<file path="src/rtl/bird_turn_manager.sv">
`timescale 1ns/1ps
// -----------------------------------------------------------------------------
// bird_turn_manager
//
// Turn sequencer for one level. Owns the bird inventory, places one bird at a
// time on the slingshot, fires it on a fresh press of the fire key, waits for
// the flight and a settle period, then declares the level won or lost or loads
// the next bird.
//
// Optional feature macro: BIRD_FLIGHT_TIMEOUT_EN
//   defined   -> a flight counter forces FLIGHT -> SETTLE after FLIGHT_TIMEOUT
//                cycles in flight, exactly like a landing.
//   undefined -> no counter; FLIGHT exits only on bird_landed[cur],
//                all_pigs_dead or start_level.
//
// Ports:
//   clk            in   system clock
//   resetN         in   asynchronous active-low reset
//   start_level    in   pulse: (re)start the level with a full inventory
//   fire_key       in   debounced fire key level
//   bird_landed    in   per-bird pulse: bird has stopped / left the screen
//   all_pigs_dead  in   level: no pigs remain
//   bird_load      out  one-hot level: bird currently on the slingshot
//   bird_shoot     out  one-hot single-cycle launch pulse
//   birds_left     out  birds not yet shot
//   level_won      out  held until start_level
//   level_lost     out  held until start_level
//   busy           out  high while a bird is in flight or settling
//   dbg_state      out  current FSM state encoding (state_t)
//
// Handshake: there is no valid/ready pair here. Inputs are levels or
// single-cycle pulses sampled on the rising clk edge; every output is a
// register loaded from the next-state values, so nothing combinational runs
// from an input to an output.
// -----------------------------------------------------------------------------
module bird_turn_manager #(
    parameter int NUM_BIRDS      = 3,
    parameter int SETTLE_CYCLES  = 1000,
    parameter int FLIGHT_TIMEOUT = 16777215
) (
    input  logic                 clk,
    input  logic                 resetN,
    input  logic                 start_level,
    input  logic                 fire_key,
    input  logic [NUM_BIRDS-1:0] bird_landed,
    input  logic                 all_pigs_dead,
    output logic [NUM_BIRDS-1:0] bird_load,
    output logic [NUM_BIRDS-1:0] bird_shoot,
    output logic [3:0]           birds_left,
    output logic                 level_won,
    output logic                 level_lost,
    output logic                 busy,
    output logic [2:0]           dbg_state
);

    typedef enum logic [2:0] {
        S_IDLE   = 3'd0,
        S_LOAD   = 3'd1,
        S_ARMED  = 3'd2,
        S_SHOOT  = 3'd3,
        S_FLIGHT = 3'd4,
        S_SETTLE = 3'd5,
        S_WON    = 3'd6,
        S_LOST   = 3'd7
    } state_t;

    localparam int CUR_W = (NUM_BIRDS > 1) ? $clog2(NUM_BIRDS) : 1;
    localparam int SET_W = $clog2(SETTLE_CYCLES + 1);

    localparam logic [CUR_W-1:0]     CUR_LAST    = CUR_W'(NUM_BIRDS - 1);
    localparam logic [SET_W-1:0]     SETTLE_LAST = SET_W'(SETTLE_CYCLES - 1);
    localparam logic [3:0]           BIRDS_FULL  = 4'(NUM_BIRDS);
    localparam logic [NUM_BIRDS-1:0] ONE_HOT0    = NUM_BIRDS'(1);

    // ------------------------------------------------------------------
    // State
    // ------------------------------------------------------------------
    state_t                 state_q, state_d;
    logic [CUR_W-1:0]       cur_q, cur_d;
    logic                   fire_prev_q;
    logic [SET_W-1:0]       settle_cnt_q, settle_cnt_d;
    logic [3:0]             birds_left_q, birds_left_d;

    logic [NUM_BIRDS-1:0]   bird_load_q, bird_load_d;
    logic [NUM_BIRDS-1:0]   bird_shoot_q, bird_shoot_d;
    logic                   won_q, won_d;
    logic                   lost_q, lost_d;
    logic                   busy_q, busy_d;

    logic                   fire_rise;
    logic                   landed_cur;
    logic                   timeout_hit;

`ifdef BIRD_FLIGHT_TIMEOUT_EN
    localparam int FT_W = $clog2(FLIGHT_TIMEOUT + 1);
    localparam logic [FT_W-1:0] FT_LAST = FT_W'(FLIGHT_TIMEOUT - 1);

    logic [FT_W-1:0] flight_cnt_q, flight_cnt_d;

    // The counter is zero on the first FLIGHT cycle, so FT_LAST is seen on the
    // FLIGHT_TIMEOUT-th cycle in flight.
    assign timeout_hit = (flight_cnt_q == FT_LAST);
`else
    // Parameter kept for interface compatibility only.
    logic unused_flight_timeout;
    assign unused_flight_timeout = (FLIGHT_TIMEOUT == 0);
    assign timeout_hit = 1'b0;
`endif

    assign fire_rise  = fire_key & ~fire_prev_q;
    // Landing pulses from birds other than the one on the slingshot are
    // deliberately ignored.
    assign landed_cur = bird_landed[cur_q];

    // ------------------------------------------------------------------
    // Next-state logic
    // ------------------------------------------------------------------
    always_comb begin
        state_d      = state_q;
        cur_d        = cur_q;
        settle_cnt_d = settle_cnt_q;
        birds_left_d = birds_left_q;
`ifdef BIRD_FLIGHT_TIMEOUT_EN
        flight_cnt_d = flight_cnt_q;
`endif

        if (start_level) begin
            // Restart wins over everything, including a bird mid-flight.
            state_d      = S_LOAD;
            cur_d        = '0;
            settle_cnt_d = '0;
            birds_left_d = BIRDS_FULL;
`ifdef BIRD_FLIGHT_TIMEOUT_EN
            flight_cnt_d = '0;
`endif
        end else begin
            case (state_q)
                S_IDLE: begin
                    state_d = S_IDLE;
                end
                S_LOAD: begin
                    // Wait for key release so a held key never auto-fires.
                    if (!fire_key) state_d = S_ARMED;
                end
                S_ARMED: begin
                    if (fire_rise) begin
                        state_d = S_SHOOT;
                        if (birds_left_q != 4'd0) birds_left_d = birds_left_q - 4'd1;
                    end
                end
                S_SHOOT: begin
                    state_d = S_FLIGHT;
`ifdef BIRD_FLIGHT_TIMEOUT_EN
                    flight_cnt_d = '0;
`endif
                end
                S_FLIGHT: begin
                    if (all_pigs_dead) begin
                        state_d = S_WON;
                    end else if (landed_cur || timeout_hit) begin
                        state_d      = S_SETTLE;
                        settle_cnt_d = '0;
                    end else begin
`ifdef BIRD_FLIGHT_TIMEOUT_EN
                        flight_cnt_d = flight_cnt_q + 1'b1;
`endif
                    end
                end
                S_SETTLE: begin
                    if (all_pigs_dead) begin
                        state_d = S_WON;
                    end else if (settle_cnt_q == SETTLE_LAST) begin
                        settle_cnt_d = '0;
                        if (birds_left_q == 4'd0) begin
                            state_d = S_LOST;
                        end else begin
                            state_d = S_LOAD;
                            // Never wraps: a bird remains, so cur < last.
                            if (cur_q != CUR_LAST) cur_d = cur_q + 1'b1;
                        end
                    end else begin
                        settle_cnt_d = settle_cnt_q + 1'b1;
                    end
                end
                S_WON:   state_d = S_WON;
                S_LOST:  state_d = S_LOST;
                default: state_d = S_IDLE;
            endcase
        end
    end

    // ------------------------------------------------------------------
    // Output next values, decoded from the next state so that the
    // registered outputs line up with the state they describe.
    // ------------------------------------------------------------------
    always_comb begin
        bird_load_d  = '0;
        bird_shoot_d = '0;
        won_d        = 1'b0;
        lost_d       = 1'b0;
        busy_d       = 1'b0;

        case (state_d)
            S_LOAD, S_ARMED: bird_load_d = ONE_HOT0 << cur_d;
            S_SHOOT: begin
                bird_load_d  = ONE_HOT0 << cur_d;
                bird_shoot_d = ONE_HOT0 << cur_d;
            end
            S_FLIGHT, S_SETTLE: busy_d = 1'b1;
            S_WON:   won_d  = 1'b1;
            S_LOST:  lost_d = 1'b1;
            default: ;
        endcase
    end

    // ------------------------------------------------------------------
    // Registers
    // ------------------------------------------------------------------
    always_ff @(posedge clk or negedge resetN) begin
        if (!resetN) begin
            state_q      <= S_IDLE;
            cur_q        <= '0;
            fire_prev_q  <= 1'b0;
            settle_cnt_q <= '0;
            birds_left_q <= 4'd0;
            bird_load_q  <= '0;
            bird_shoot_q <= '0;
            won_q        <= 1'b0;
            lost_q       <= 1'b0;
            busy_q       <= 1'b0;
        end else begin
            state_q      <= state_d;
            cur_q        <= cur_d;
            fire_prev_q  <= fire_key;
            settle_cnt_q <= settle_cnt_d;
            birds_left_q <= birds_left_d;
            bird_load_q  <= bird_load_d;
            bird_shoot_q <= bird_shoot_d;
            won_q        <= won_d;
            lost_q       <= lost_d;
            busy_q       <= busy_d;
        end
    end

`ifdef BIRD_FLIGHT_TIMEOUT_EN
    always_ff @(posedge clk or negedge resetN) begin
        if (!resetN) begin
            flight_cnt_q <= '0;
        end else begin
            flight_cnt_q <= flight_cnt_d;
        end
    end
`endif

    assign bird_load  = bird_load_q;
    assign bird_shoot = bird_shoot_q;
    assign birds_left = birds_left_q;
    assign level_won  = won_q;
    assign level_lost = lost_q;
    assign busy       = busy_q;
    assign dbg_state  = state_q;

endmodule

</file>
<file path="config.mk">
export PLATFORM = sky130hd
export DESIGN_NAME = bird_turn_manager
export DESIGN_NICKNAME = d
export VERILOG_FILES = /design/src/rtl/bird_turn_manager.sv
export SDC_FILE = /design/constraint.sdc
export NUM_CORES = 1
export LEC_CHECK = 0
export CAP_MARGIN = 10
export CORE_MARGIN = 4
export CORE_UTILIZATION = 43
export CTS_CLUSTER_SIZE = 20
export DETAILED_ROUTE_END_ITERATION = 7
export GPL_TIMING_DRIVEN = 0
export PLACE_DENSITY = 0.75
export SLEW_MARGIN = 20
export SYNTH_ARGS = -nofsm -noshare
export SYNTH_HDL_FRONTEND = slang
export SYNTH_SLANG_ARGS = --single-unit
</file>
<file path="constraint.sdc">
create_clock -name clk -period 5 [get_ports clk]
set_clock_uncertainty 0.05 [all_clocks]
set_input_delay 0.5 -clock clk [delete_from_list [all_inputs] [get_ports clk]]
set_output_delay 0.5 -clock clk [all_outputs]
set_load 0.02 [all_outputs]
</file>
### Met1 routing, run 1

Scale bar: 20 um. Supply wires on this layer in grey.
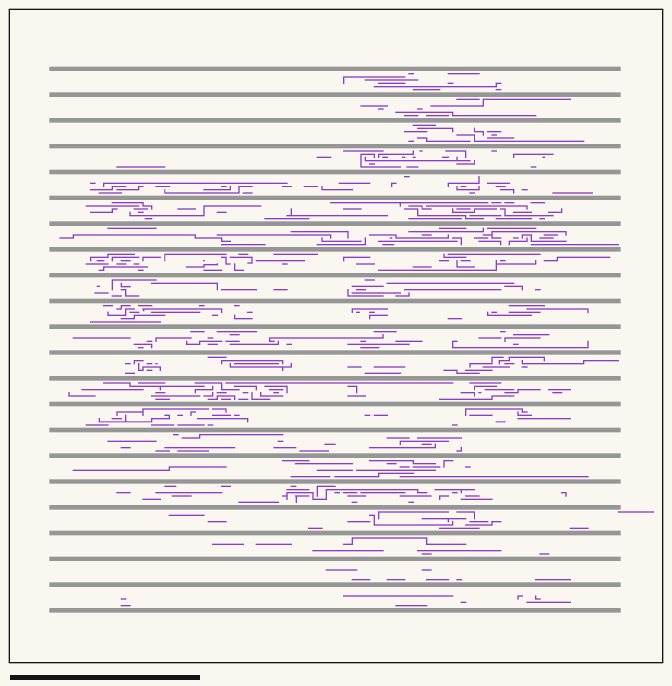
main direction	horizontal
wire length on this layer	1,380 um

### The metal 2 layer, run 1

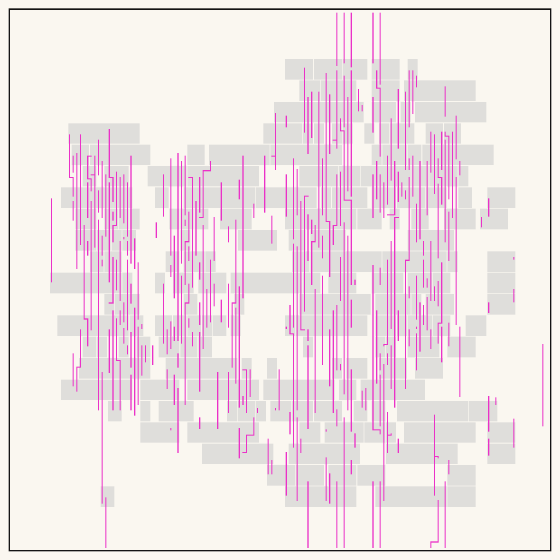
share of all routed wire	53%
longest straight run	24.1 um
GR Layer Usage met2: 29.2%
via count: 1,262
Post-Route WL: 3.42 mm

### M3 wires, run 1

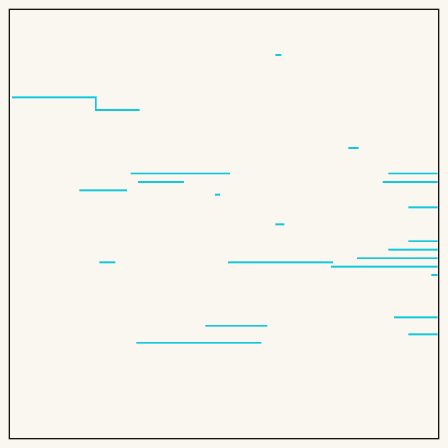
wire length on this layer	178 um
share of all routed wire	5.2%
nets with wire on the layer	18
longest straight run	19.8 um
main direction	horizontal

### Cell classes on the final placement, run 1

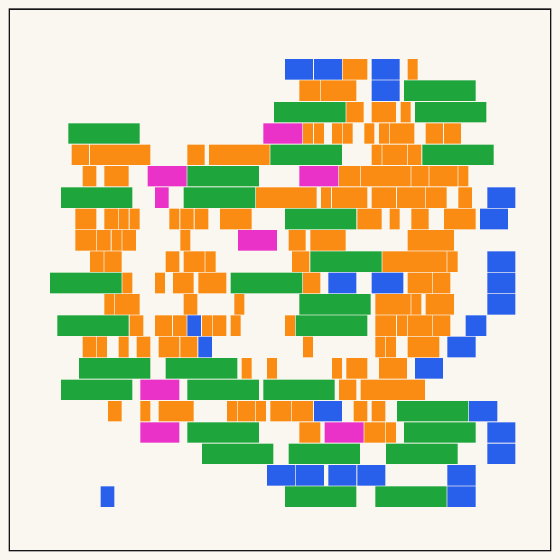
colour	class	cells
green	registers	29
blue	remaining buffers and delay cells	27
magenta	clock drivers and dummy loads	8
orange	remaining logic cells	120
post-route design area: 1970 um2
CORE AREA: 3440 um2
Rows: 21

==> results.json, run 1 <==
{
  "clockBufferDepth": 2,
  "p_leak_nw": 0.853,
  "vdd_ir_drop_max_mv": 0.185,
  "async_reset_ff_share_pct": 100,
  "grt_pass1_vias": 1310,
  "die_area_um2": 4730,
  "num_antenna_cells": 0,
  "flop_area_um2": 726,
  "p_per_area_nw_per_um2": 272,
  "fin_tns_setup_ps": 0,
  "cp-end-kind": "flip-flop",
  "path_cells": "clkdlybuf4s50_1 > and4bb_2 > o31ai_4 > or2_1 > buf_2 > o41ai_1",
  "crit_required_ps": 5110,
  "cp_top_family": "buffers and inverters",
  "gp_congestion": 0.779,
  "r2r_slack_ps": 2930,
  "dpl_cell_area_um2": 1870,
  "reg2reg_depth": 6,
  "relSlewSlack_pct": 57.6,
  "fp_util_pct": 46.1,
  "maxSlewViolCount": 0,
  "warning_count": 27,
  "drt_iter0_markers": 86,
  "synth-main-ff-cell": "dfrtp_1",
  "drive_gt1_share_pct": 15.2,
  "p_total_mw": 0.536,
  "rsz0062_at_grt": "false",
  "ctsRootBufferMaster": "clkbuf_8",
  "via_per_inst": 5.49,
  "post-route-period-util_pct": 43.1,
  "cts_buffers": 5,
  "crit_buf_inv": 2,
  "logic_area_um2": 803,
  "final_layout_top_logic_cells": "dfrtp_1, clkdlybuf4s50_1, nor2_1",
  "cts_resized": 0,
  "numSynthFlops": 29,
  "wl_per_cell_um": 14.9,
  "htreeDepth": 2,
  "ys_seq_share_pct": 45.7,
  "status": "completed",
  "synth_cells": 153,
  "tightest_slew_ps": 637,
  "postCtsSetupBuffers": 0,
  "arrival_ps": 2270,
  "place.port_buffers": 23,
  "syn_avg_cell_area_um2": 10.4,
  "critPathKind": "input port to flip-flop",
  "final_core_util_pct": 57.3,
  "grt_max_degree": 30,
  "ys_warn_count": 0,
  "fp_nets": 165,
  "top_cells_by_area": "dfrtp_1, nor2_1, o21ai_0, nand2_1, ha_1",
  "setup_viol": 0,
  "clk_pin_slew_worst_paths_ps": 60,
  "largest_area_cell": "dfrtp_1",
  "die_w_um": 68.8,
  "layout_top_cell": "dfrtp_1",
  "grt_usage_pct": 16.7,
  "edf_count": 0,
  "syn_area_um2": 1590
}
==> run 1: flip-flops by register name, summed over array words and instances, names as in the netlist <==
register / count
bird_load: 3
bird_shoot: 3
birds_left: 4
busy: 1
cur_q: 2
dbg_state: 3
fire_prev_q: 1
level_lost: 1
level_won: 1
settle_cnt_q: 10
==> run 1: final cells by class <==
class	count	area share, %
inverters	8	1.52
flip-flops and latches	29	36.8
plain buffers	4	1.46
well taps	46	2.92
clock buffers	7	4.89
multi-input cells	112	40.7
repair buffers	23	11.4
clock inverters	1	0.254
==> run 1: worst register-to-register path, delay by kind of cell (launching register included) <==
family	cells	cell delay, ps
AND/OR/NAND/NOR	3	920
flip-flops	1	400
multiplexers	1	290
adder cells (fa/ha/maj)	1	180
buffers and inverters	1	120
==> run 1: cells in the mapped netlist (2+ instances only) <==
cell type / n
ha_1: 4
nand2b_1: 3
mux2i_4: 2
dfrtp_1: 29
mux2i_1: 2
o31ai_1: 3
o41ai_1: 2
nor2b_1: 3
a31o_2: 2
nand2_1: 14
and2_1: 2
nand4_1: 2
xnor2_1: 3
buf_2: 2
o21ai_0: 13
nor2_1: 18
inv_1: 8
o211ai_1: 3
nor3b_1: 4
a31oi_1: 3
nand3_1: 5
==> run 1: worst max-delay path by stage <==
stage | startpoint | endpoint | slack (ps) | cells after the start
final | start_level | settle_cnt_q[5] | 2840 | 6
after global routing | start_level | settle_cnt_q[6] | 2720 | 6
after CTS | start_level | settle_cnt_q[6] | 2820 | 6
after detailed placement | start_level | settle_cnt_q[6] | 2520 | 6
after global placement | start_level | settle_cnt_q[5] | 2610 | 6
after floorplan | birds_left[0] | bird_shoot[2] | 3060 | 6
==> run 1: power breakdown <==
part / switching [mW] / internal, mW / leakage (nW) / total (mW)
Combinational: 0.0458 / 0.0351 / 0.414 / 0.0809
Clock: 0.0830 / 0.124 / 0.0542 / 0.207
Sequential: 0.00608 / 0.242 / 0.384 / 0.248
==> run 1: cell families after synthesis <==
group           count (synthesis)  share of synthesized area [%]
compound gates                 32                           14.7
flops                          29                           45.7
fa+ha+maj                       4                           3.15
buf+inv                        12                           3.70
mux                             5                           4.81
xor+xnor                        3                           1.66
simple gates                   68                           26.2
==> run 1: metal layers <==
metal | part of all wire (%) | routed length (um) | GRT usage (%)
met3 | 5.2 | 177 | 5.02
met1 | 40 | 1380 | 19.1
met4 | 1.8 | 62 | 6.33
met5 | 0 | 0 | 0
met2 | 53 | 1800 | 29.2
==> run 1: stage by stage <==
stage | hold WS, ps | worst slack [ps] | std cells
detailed placement | 476 | 2520 | 222
global route | 252 | 2720 | 230
floorplan | 154 | 3060 | 153
CTS | 214 | 2820 | 230
global placement | 444 | 2610 | 222
finish | 195 | 2840 | 230
## Run 2: what changed since run 1
==> constraint.sdc (replaced) <==
create_clock -name clk -period 2.22 [get_ports clk]
set_clock_uncertainty 0.05 [all_clocks]
set_input_delay 0.222 -clock clk [delete_from_list [all_inputs] [get_ports clk]]
set_output_delay 0.222 -clock clk [all_outputs]
set_load 0.02 [all_outputs]
==> run 2 against run 1 <==
Compared with the run above:
- global-route usage grew 0.068 points
- design area grew 0.51%
- core utilization grew 0.29 points
- setup slack lost 2700 ps
==> results.json, run 2 <==
{
  "min_period_ps": 2070,
  "largest_register_ffs": 10,
  "top_register": "settle_cnt_q",
  "status": "completed",
  "yosysMostFrequentCell": "dfrtp_1",
  "top_cells_by_area": "dfrtp_1, nor2_1, o21ai_0, nand2_1, ha_1",
  "drive_gt1_share_pct": 15.1,
  "setup_ws_ps": 152,
  "path_cells": "inv_1 > ha_1 > or3b_2 > nand3_4 > mux2i_4 > nor3b_1",
  "syn_avg_cell_area_um2": 10.4,
  "cp-startpoint": "birds_left[0]",
  "syn_area_um2": 1590,
  "flop_area_um2": 726,
  "start_kind": "flip-flop",
  "hold_class": "input port to flip-flop",
  "critPathKind": "flip-flop to flip-flop",
  "cp-end-kind": "flip-flop",
  "grt_max_degree": 30,
  "arrival_ps": 2190,
  "grt_pass1_vias": 1317,
  "ys_seq_share_pct": 45.7,
  "gp_congestion": 0.779,
  "cp_top_family": "simple AND/OR/NAND/NOR gates",
  "post-route-period-util_pct": 93.1,
  "die_w_um": 68.8,
  "relSlewSlack_pct": 57.0,
  "cp_num_cells": 6,
  "fin_tns_setup_ps": 0,
  "maxSlewViolCount": 0,
  "placementRows": 21,
  "warning_count": 27,
  "r2r_slack_ps": 150,
  "place_ws_ps": 22.1,
  "clk_pin_slew_worst_paths_ps": 60,
  "layout_top_cell": "dfrtp_1",
  "die_area_um2": 4730,
  "place.port_buffers": 23,
  "crit_end": "bird_shoot[1]",
  "setup_viol": 0,
  "fp_nets": 165,
  "maxCapViolCount": 0,
  "dr.pass1.iters": 4,
  "drt_iter0_markers": 82,
  "p_leak_nw": 0.857,
  "ctsRootBufferMaster": "clkbuf_8",
  "totalWireLength_mm": 3.45,
  "htreeDepth": 2,
  "crit_required_ps": 2350,
  "crit_buf_inv": 1,
  "synth-main-ff-cell": "dfrtp_1",
  "vias": 1254,
  "top_cells_by_count": "dfrtp_1, nor2_1, nand2_1",
  "grt_usage_pct": 16.8,
  "p_per_area_nw_per_um2": 610,
  "async_reset_ff_share_pct": 100,
  "vdd_ir_drop_max_mv": 0.418,
  "tightest_slew_ps": 646,
  "clockBufferDepth": 2,
  "ys_warn_count": 0,
  "via_per_inst": 5.43
}
## run 2: netlist changes by cell type in the layout (fill, tap and decap cells not counted), sizes merged
| cell | before | now |
|---|---|---|
| dlygate4sd3 | 0 | 1 |
## run 2: layout make-up
cell class / instances / area share [%]
Buffer: 4 / 1.45
Clock buffer: 7 / 4.86
Clock inverter: 1 / 0.253
Inverter: 8 / 1.52
Multi-Input combinational cell: 112 / 40.5
Sequential cell: 29 / 36.6
Tap cell: 46 / 2.90
Timing Repair Buffer: 24 / 11.9
## run 2: per-layer routing
| layer | global-route usage (%) | vias up | wire length, um |
|---|---|---|---|
| li1 | - | 614 | - |
| met1 | 19.3 | 610 | 1470 |
| met2 | 29.2 | 24 | 1760 |
| met3 | 5.02 | 6 | 157 |
| met4 | 6.33 | 0 | 70 |
| met5 | 0 | - | 0 |
## run 2: repair_timing
action | in CTS | in global routing
buffers inserted | 0 | 0
resized | 0 | 0
endpoints found under the hold margin | 29 | 0
hold buffers | 1 | 0
## run 2: cells by family after synthesis
logic type      after synthesis  share of synthesized area (%)
compound gates               32                           14.7
xor+xnor                      3                           1.66
fa+ha+maj                     4                           3.15
buf+inv                      12                           3.70
flops                        29                           45.7
mux                           5                           4.81
simple gates                 68                           26.2
## run 2: metrics by stage
step	power [mW]	cell area (um2)	instances	hold WS, ps	utilization, %
floorplan	0.671	1590	153	-124	-
global placement	0.743	1880	222	444	54.5
global route	1.27	1980	231	442	57.6
finish	1.21	1980	231	440	57.6
CTS	1.23	1980	231	431	57.6
detailed placement	0.751	1870	222	235	54.3
## run 2: worst reg2reg max path: stages, from the launching register on
cell	delay, ps
dfrtp_1	400
inv_1	120
ha_1	180
or3b_2	510
nand3_4	160
mux2i_4	290
nor3b_1	260
## run 2: worst min-delay path by stage
stage                          startpoint  slack, ps         endpoint  cells past startpoint
after floorplan                    resetN       -120     bird_load[0]                      0
after global placement    settle_cnt_q[1]        440  settle_cnt_q[1]                      2
after detailed placement           resetN        230  settle_cnt_q[0]                      1
after CTS                        fire_key        430      fire_prev_q                      1
after global routing             fire_key        440      fire_prev_q                      1
final                            fire_key        440      fire_prev_q                      1
## run 2: where the power goes
group          switching [mW]  total (mW)  internal (mW)
registers              0.0135       0.558          0.545
clock network           0.188       0.467          0.279
logic                   0.104       0.184         0.0801
### M3 wires, run 2

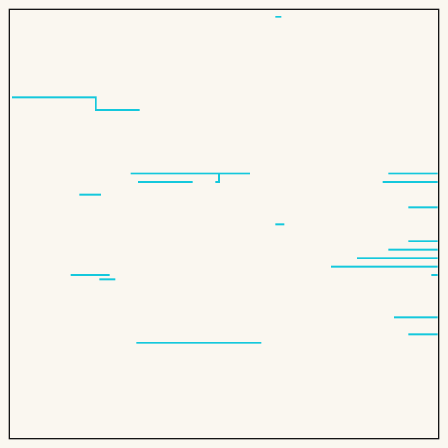
share of all routed wire	4.6%
wire length on this layer	158 um
longest straight run	19.8 um
nets with wire on the layer	16

### Routing congestion, run 2

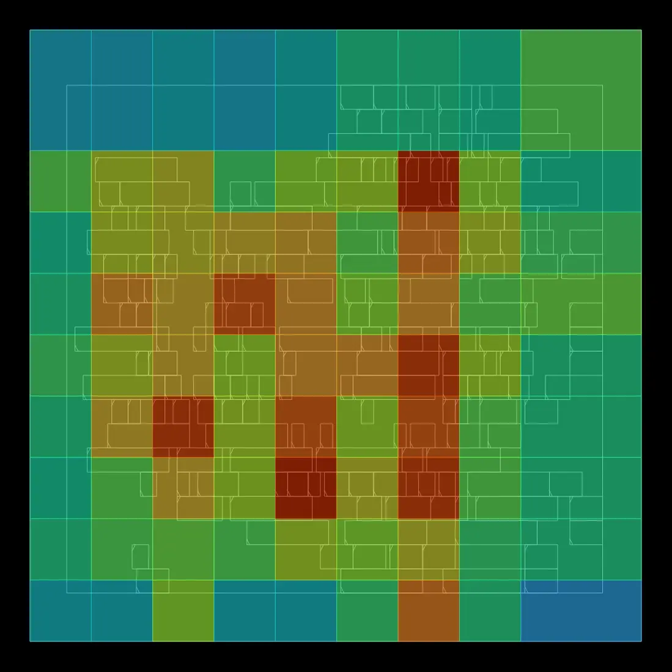
post-layout util: 57.6%
met3 GRT Util: 5.02%
WL/cell: 14.9 um

## Run 3: what changed since run 2
--- a/config.mk
+++ b/config.mk
@@ -5,9 +5,9 @@
 export SDC_FILE = /design/constraint.sdc
 export NUM_CORES = 1
 export LEC_CHECK = 0
-export CAP_MARGIN = 10
 export CORE_MARGIN = 4
 export CORE_UTILIZATION = 43
+export CTS_BUF_LIST = sky130_fd_sc_hd__clkbuf_4 sky130_fd_sc_hd__clkbuf_8 sky130_fd_sc_hd__clkbuf_16
 export CTS_CLUSTER_SIZE = 20
 export DETAILED_ROUTE_END_ITERATION = 7
 export GPL_TIMING_DRIVEN = 0
==> run 3 against run 2 <==
Compared with the run above:
- core utilization stayed put
- critical path depth stayed put
- clock-buffer cell count stayed put
- design area stayed put
- synthesized cell count stayed put
- final cell count stayed put
- synthesized area stayed put
- global-route usage stayed put
- highest routed layer unchanged
- fmax stayed put
- largest cell class unchanged
- hold slack stayed put
- sequential power hardly changed
- non-clock buffer count stayed put
==> results.json, run 3 <==
{
  "dp_cells": 222,
  "syn_area_um2": 1590,
  "path_cells": "inv_1 > ha_1 > or3b_2 > nand3_4 > mux2i_4 > nor3b_1",
  "fin_tns_setup_ps": 0,
  "min_from": "fire_key",
  "ys_seq_share_pct": 45.7,
  "crit_required_ps": 2350,
  "clock_power_share_pct": 38.6,
  "rsz0062_at_grt": "false",
  "core_area_um2": 3440,
  "drive_gt1_share_pct": 15.1,
  "largest_area_cell": "dfrtp_1",
  "min_to": "fire_prev_q",
  "layout_top_cell": "dfrtp_1",
  "syn_avg_cell_area_um2": 10.4,
  "cp_num_cells": 6,
  "p_comb_share_pct": 15.2,
  "async_reset_ff_share_pct": 100,
  "flop_area_um2": 726,
  "start_kind": "flip-flop",
  "p_per_area_nw_per_um2": 610,
  "totalWireLength_mm": 3.45,
  "postCtsSetupBuffers": 0,
  "hold_class": "input port to flip-flop",
  "dr.pass1.iters": 4,
  "via_per_inst": 5.43,
  "critPathKind": "flip-flop to flip-flop",
  "p_leak_nw": 0.857,
  "htreeDepth": 2,
  "switching_share_pct": 25.2,
  "top_cells_by_count": "dfrtp_1, nor2_1, nand2_1",
  "die_area_um2": 4730,
  "numSynthFlops": 29,
  "num_antenna_cells": 0,
  "min_period_ps": 2070,
  "r2r_slack_ps": 150,
  "status": "completed",
  "clockBufferDepth": 2,
  "grt_max_degree": 30,
  "final_layout_top_logic_cells": "dfrtp_1, clkdlybuf4s50_1, nor2_1",
  "top_register": "settle_cnt_q",
  "maxSlewViolCount": 0,
  "crit_buf_inv": 1,
  "die_w_um": 68.8,
  "clk_pin_slew_worst_paths_ps": 60,
  "top_cells_by_area": "dfrtp_1, nor2_1, o21ai_0, nand2_1, ha_1",
  "ctsRootBufferMaster": "clkbuf_8",
  "vias": 1254,
  "place.port_buffers": 23,
  "drt_iter0_markers": 82,
  "yosysMostFrequentCell": "dfrtp_1",
  "largest_register_ffs": 10,
  "wl_per_cell_um": 14.9,
  "cp_top_family": "simple AND/OR/NAND/NOR gates",
  "stdcell_count": 231,
  "p_switching_mw": 0.305,
  "fp_util_pct": 46.1,
  "vdd_ir_drop_max_mv": 0.418,
  "setup_viol": 0,
  "logic_area_um2": 803,
  "post-route-period-util_pct": 93.1,
  "cts-hold-fix-buffers": 1,
  "synth-main-ff-cell": "dfrtp_1",
  "hold_depth": 1,
  "fp_nets": 165
}
[run 3: cell counts after synthesis]
Identical to the previous run, type by type.
[run 3: logic make-up (layout without fill, tap and decap cells)]
| logic type | count (synthesis) | in the layout | share of synthesized area [%] |
|---|---|---|---|
| adders and majority gates | 4 | 4 | 3.15 |
| buffers and inverters | 12 | 44 | 3.70 |
| AOI/OAI and AO/OA | 32 | 32 | 14.7 |
| and+or+nand+nor | 68 | 68 | 26.2 |
| muxes | 5 | 5 | 4.81 |
| xor gates and xnor gates | 3 | 3 | 1.66 |
| DFF | 29 | 29 | 45.7 |
[run 3: worst max-delay path by stage]
stage,start,to,slack [ps]
after global routing,settle_cnt_q[0],bird_shoot[1],50
final,birds_left[0],bird_shoot[1],150
after global placement,start_level,settle_cnt_q[5],110
after CTS,birds_left[0],bird_shoot[1],150
after detailed placement,start_level,settle_cnt_q[6],20
after floorplan,birds_left[0],bird_shoot[2],280
[run 3: metrics by stage]
| stage | instance area (um2) | setup slack, ps | util [%] | power (mW) |
|---|---|---|---|---|
| floorplan | 1590 | 275 | - | 0.671 |
| global placement | 1880 | 106 | 54.5 | 0.743 |
| detailed placement | 1870 | 22.1 | 54.3 | 0.751 |
| CTS | 1980 | 152 | 57.6 | 1.23 |
| global route | 1980 | 51.1 | 57.6 | 1.27 |
| finish | 1980 | 152 | 57.6 | 1.21 |
[run 3: routing by layer]
layer  part of all wire, %  routed length, um  global-route usage, %  up-vias
li1                      -                  -                      -      614
met1                    42               1470                   19.3      610
met2                    51               1760                   29.2       24
met3                   4.5                157                   5.02        6
met4                   2.0                 70                   6.33        0
met5                     0                  0                      0        -
[run 3: layout make-up]
| class | count | share of cell area, % |
|---|---|---|
| repair buffers | 24 | 11.9 |
| well taps | 46 | 2.90 |
| clock buffers | 7 | 4.86 |
| clock inverters | 1 | 0.253 |
| multi-input cells | 112 | 40.5 |
| flip-flops and latches | 29 | 36.6 |
| plain buffers | 4 | 1.45 |
| inverters | 8 | 1.52 |
[run 3: power groups by stage]
stage | Clock (mW) | Sequential (mW) | Combinational, mW
after global routing | 0.514 | 0.559 | 0.200
after floorplan | 0 | 0.583 | 0.0875
after detailed placement | 0 | 0.568 | 0.183
after global placement | 0 | 0.566 | 0.177
final | 0.467 | 0.558 | 0.184
after CTS | 0.482 | 0.558 | 0.185
### Routing congestion, run 3

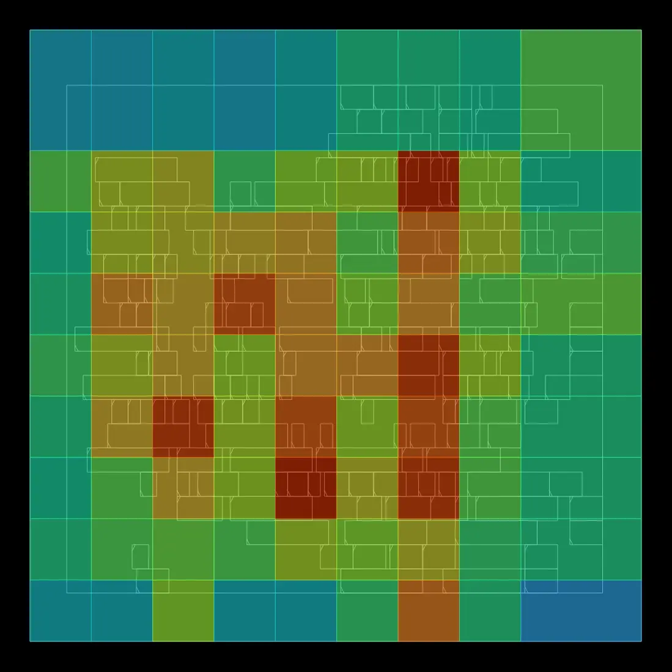
met1 Resource Use GR: 19.3%
Tot GR Track Use: 16.8%

### The metal 2 layer, run 3

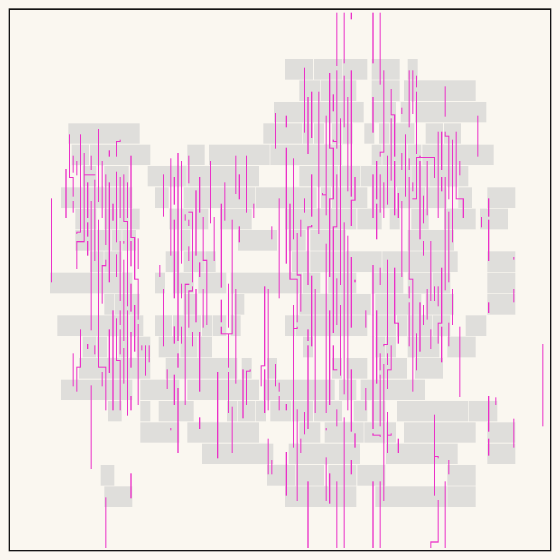
share of all routed wire	51%
main direction	vertical

Power figures rest on the tool's default switching activity, not on a simulated workload.
